==> config.mk <==
export PLATFORM = sky130hd
export DESIGN_NAME = nfc_page_verify
export DESIGN_NICKNAME = d
export VERILOG_FILES = /design/src/rtl/nfc_verify_pkg.sv /design/src/rtl/nfc_err_log_fifo.sv /design/src/rtl/nfc_page_verify.sv
export SDC_FILE = /design/constraint.sdc
export NUM_CORES = 1
export LEC_CHECK = 0
export CAP_MARGIN = 10
export CORE_ASPECT_RATIO = 0.8
export CORE_MARGIN = 5
export CORE_UTILIZATION = 45
export CTS_CLUSTER_DIAMETER = 50
export DETAILED_ROUTE_END_ITERATION = 16
export PLACE_DENSITY = 0.69
export SETUP_SLACK_MARGIN = 0.5
export SYNTH_ARGS = -nofsm -noshare
export SYNTH_HDL_FRONTEND = slang
export SYNTH_HIERARCHICAL = 1
export SYNTH_SLANG_ARGS = --single-unit
export TNS_END_PERCENT = 50
==> constraint.sdc <==
create_clock -name clk -period 4.2 [get_ports clk]
set_input_delay 1.05 -clock clk [delete_from_list [all_inputs] [get_ports clk]]
set_output_delay 1.05 -clock clk [all_outputs]
set_load 0.01 [all_outputs]
**PDN straps and rails**

Drawn at 4 px/µm. Pins as bars on the die edge. Tap cells in grey.
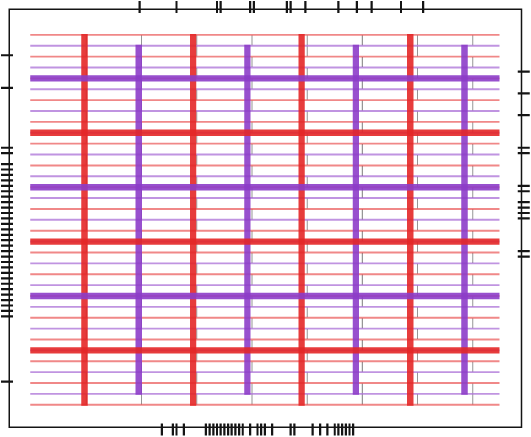
| colour | net |
|---|---|
| red | VSS |
| purple | VDD |
met5 straps: 6
met4 straps: 8
peak supply drop: 0.183 mV
die height: 104 µm
Die X: 128 µm

**Placement by cell class**

Drawn at 4 px/µm. Fill, decap, tap and diode cells in grey.
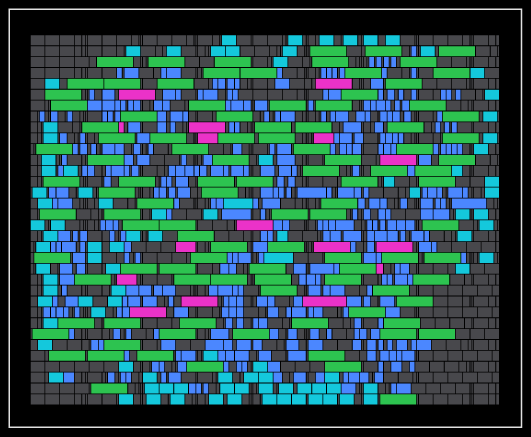
| colour | class | cells | share of their area |
|---|---|---|---|
| cyan | remaining buffers and delay cells | 97 | 16% |
| magenta | clock drivers and dummy loads | 16 | 5.2% |
| green | sequential cells | 104 | 42% |
| blue | combinational and other logic | 390 | 37% |
Site Rows: 34
final instance area: 6340 µm²
Seq/total area: 41.0%
fin util: 58.5%

**Routed clock nets over the placement**

Drawn at 3 px/µm.
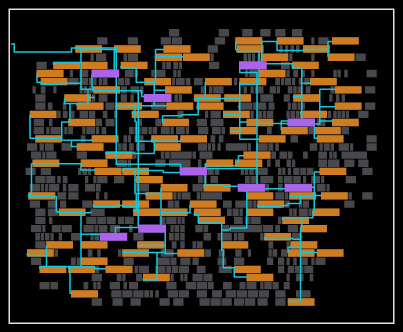
[purple] clock drivers | count: 9
[orange] flip-flops | count: 104
[cyan] clock wires | length: 1,280 µm
routed clock nets: 10
Late-Pin Clk Latency: 0.34 ns
clock-net power: 0.883 mW

**Routed metal, one colour a layer**

Drawn at 4 px/µm.
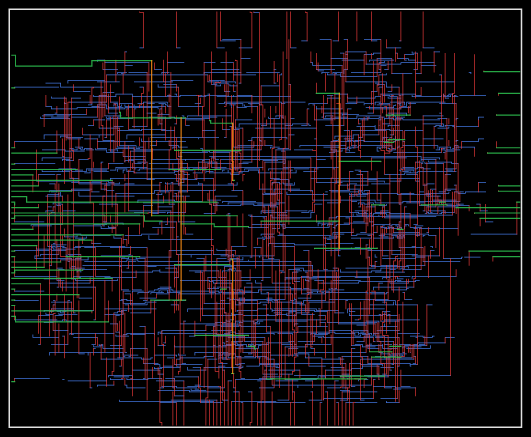
| colour | layer | wire length |
|---|---|---|
| red | metal 2 | 5,310 µm |
| orange | metal 4 | 166 µm |
| blue | metal 1 | 5,540 µm |
| green | metal 3 | 864 µm |
via count: 3,985
Avg WL per Cell: 15.8 µm

**Routing congestion**

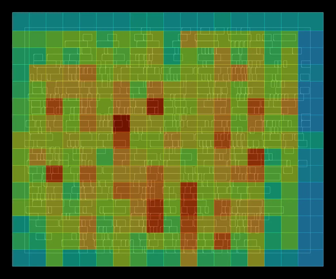
grt met2 use: 28.5%
met1 usage: 25.1%
GRT Util Overall: 18.7%

==> Changelog: implementation <==
### Physical design

- First DRT Iteration DRCs: 349
- Sequential cell count: 104
- MUX share of area: 5.25%
- Core box area: 10,800 µm²
- Final slew viol count: 0
- Comb area: 2220 µm²
- Synth async-reset ratio: 100%
- CTS tree: built
- HP Class: reg2reg
- Synth Area in XOR/XNOR: 5.62%
- Area grow syn2layout: 27.3%
- Total power draw: 2.11 mW
- Global-route wire length before repair: 20,500 µm
- Mi-comb count: 379
- Combinational power: 0.185 mW
- Most common reg cell: dfrtp_1
- Max power group: sequential cells
- P_leak: 2.88 nW
- CP arrival: 2.48 ns
- GPL Wtd Cong: 0.862
- CTS root buf: clkbuf_16
- DR DRC count: 0
- Syn Area/Cell: 9.64 µm²
- Most frequent cells in the layout: 115 x nand2_1, 104 x dfrtp_1, 91 x clkdlybuf4s50_1
- MaxCap Viol Count: 0
- Min Hold Slack: 0.468 ns
- Tool warning count: 27
- CP Cell Sequence: clkdlybuf4s50_1 > nand4b_4 > inv_2 > clkdlybuf4s50_1
- Port Buffer Count: 91
- Clock group share of total power: 41.8%
- RSZ-0062 raised after global routing: false
- Init Core Util: 46.0%
- Count of library flops with an enable pin: 0
- Critical path buffers and inverters: 3
- Min Tclk post-route: 3.53 ns
- Io pins: 92
- Critical Path Start Type: input pin
- Most frequent logic cell in the layout: nand2_1
- Dpl cells: 735
- Layout cell share with drive strength beyond 1: 6.26%
- Rel. slew slack: 40.4%
- Vias in the first global route: 4,103
- Setup CP Type: in2out
- Floorplan Nets: 545
- Cell Type Count: 51
- Most used cell, CP: clkdlybuf4s50_1
- Met3 Track Usage GR: 6.62%
- Clk buf depth: 2
- CTS clk-pin slew, worst paths: 0.07 ns
- Hold buffers post-CTS: 0
- Adder Area Share: 1.51%
- Hold Path Cell Cnt: 1
- HPWL after DPL: 8350 µm
- Wl on met1: 5540 µm
- Status: completed
- Max-area cell class: sequential cells
- Cts bufs inserted: 9
- Main logic family: simple AND/OR/NAND/NOR gates
- Switching Share: 22.7%
- Initial antenna violation count: 0
- Internal power: 1.63 mW
- WL met3: 863 µm
- Seq pwr share: 49.5%
- Vias/cell: 5.31
- Inverters: 11
- FF+latch area: 2600 µm²
- P_seq: 1.05 mW
- Global route hottest layer: met2
- Detail Route met2 WL: 5310 µm
- Basic Gates by Area: 25.3%
- Ys cells: 517
- Ys flops: 104
- FF-to-FF setup slack: 1.97 ns
- Slowest cell on crit path: clkdlybuf4s50_1
- AO/OA Area Share: 6.63%
- Overall routed net length: 11,900 µm
- PnR worst setup slack: 0.670 ns
- Largest cells by area: dfrtp_1 52%, nand2_1 8.7%, mux2i_1 5.0%
- Max reg flops: 19
- Final hold vios: 0
- Setup Buffers After CTS: 0
- Total grt overflow: 0
- H-Tree Depth: 3
- Antenna diodes: 0
- Pin count of the biggest net entering global routing: 56
- Area leader share: 52.2%
- Critical-path maximum fanout: 5
- Period utilization: 84.0%
- Pre-antenna DRT Iters: 4
- Non-clock buffer count: 97
- Combinational Power Share: 8.7%
- YS chip area: 4980 µm²
- Mapped Cells: 517
- Required time worst endpoint: 3.15 ns
- Setup Skew: 0.00471 ns
- Clock-cell share: 5.03%
- Clk_buf instances: 14
- DP Area: 6030 µm²
- Psw: 0.480 mW
- Final setup vio count: 0
- Crit-path max cell delay: 0.55 ns
- Post-route insts no fill: 751
- Yosys warns: 6
- DR top layer: met4
- Post-CTS sizing: 0
- ANT nets after route: 0
- Post-Syn Area: 4980 µm²
- R2R cell count: 9
- Layout net count: 630
- Place WS: 0.664 ns
- Multi-input combinational area share: 34.9%
- Sequential-to-total area share from yosys stat: 52.2%
- # fillers: 961
- Setup crit end kind: primary output
- Commonest cells in the netlist: 115 x nand2_1, 104 x dfrtp_1, 52 x nor2_1, 38 x o21ai_0, 25 x mux2i_1
- Yosys top cell by area: dfrtp_1
- Cell Pwr Density: 333 nW/µm²
- Total stage count of the critical path: 4
- Die ar.: 13,300 µm²
- Signal buffers share of area: 15.5%
- Well Taps: 144
- CP top delay family: buffers and inverters
- Total negative slack: 0 ns
- CTS sink cnt: 104
- Max Freq: 283 MHz
- Least-Margin Pin Slew: 0.892 ns
- Most frequent cell after synthesis: nand2_1
Power is estimated from default activity; no workload was simulated.
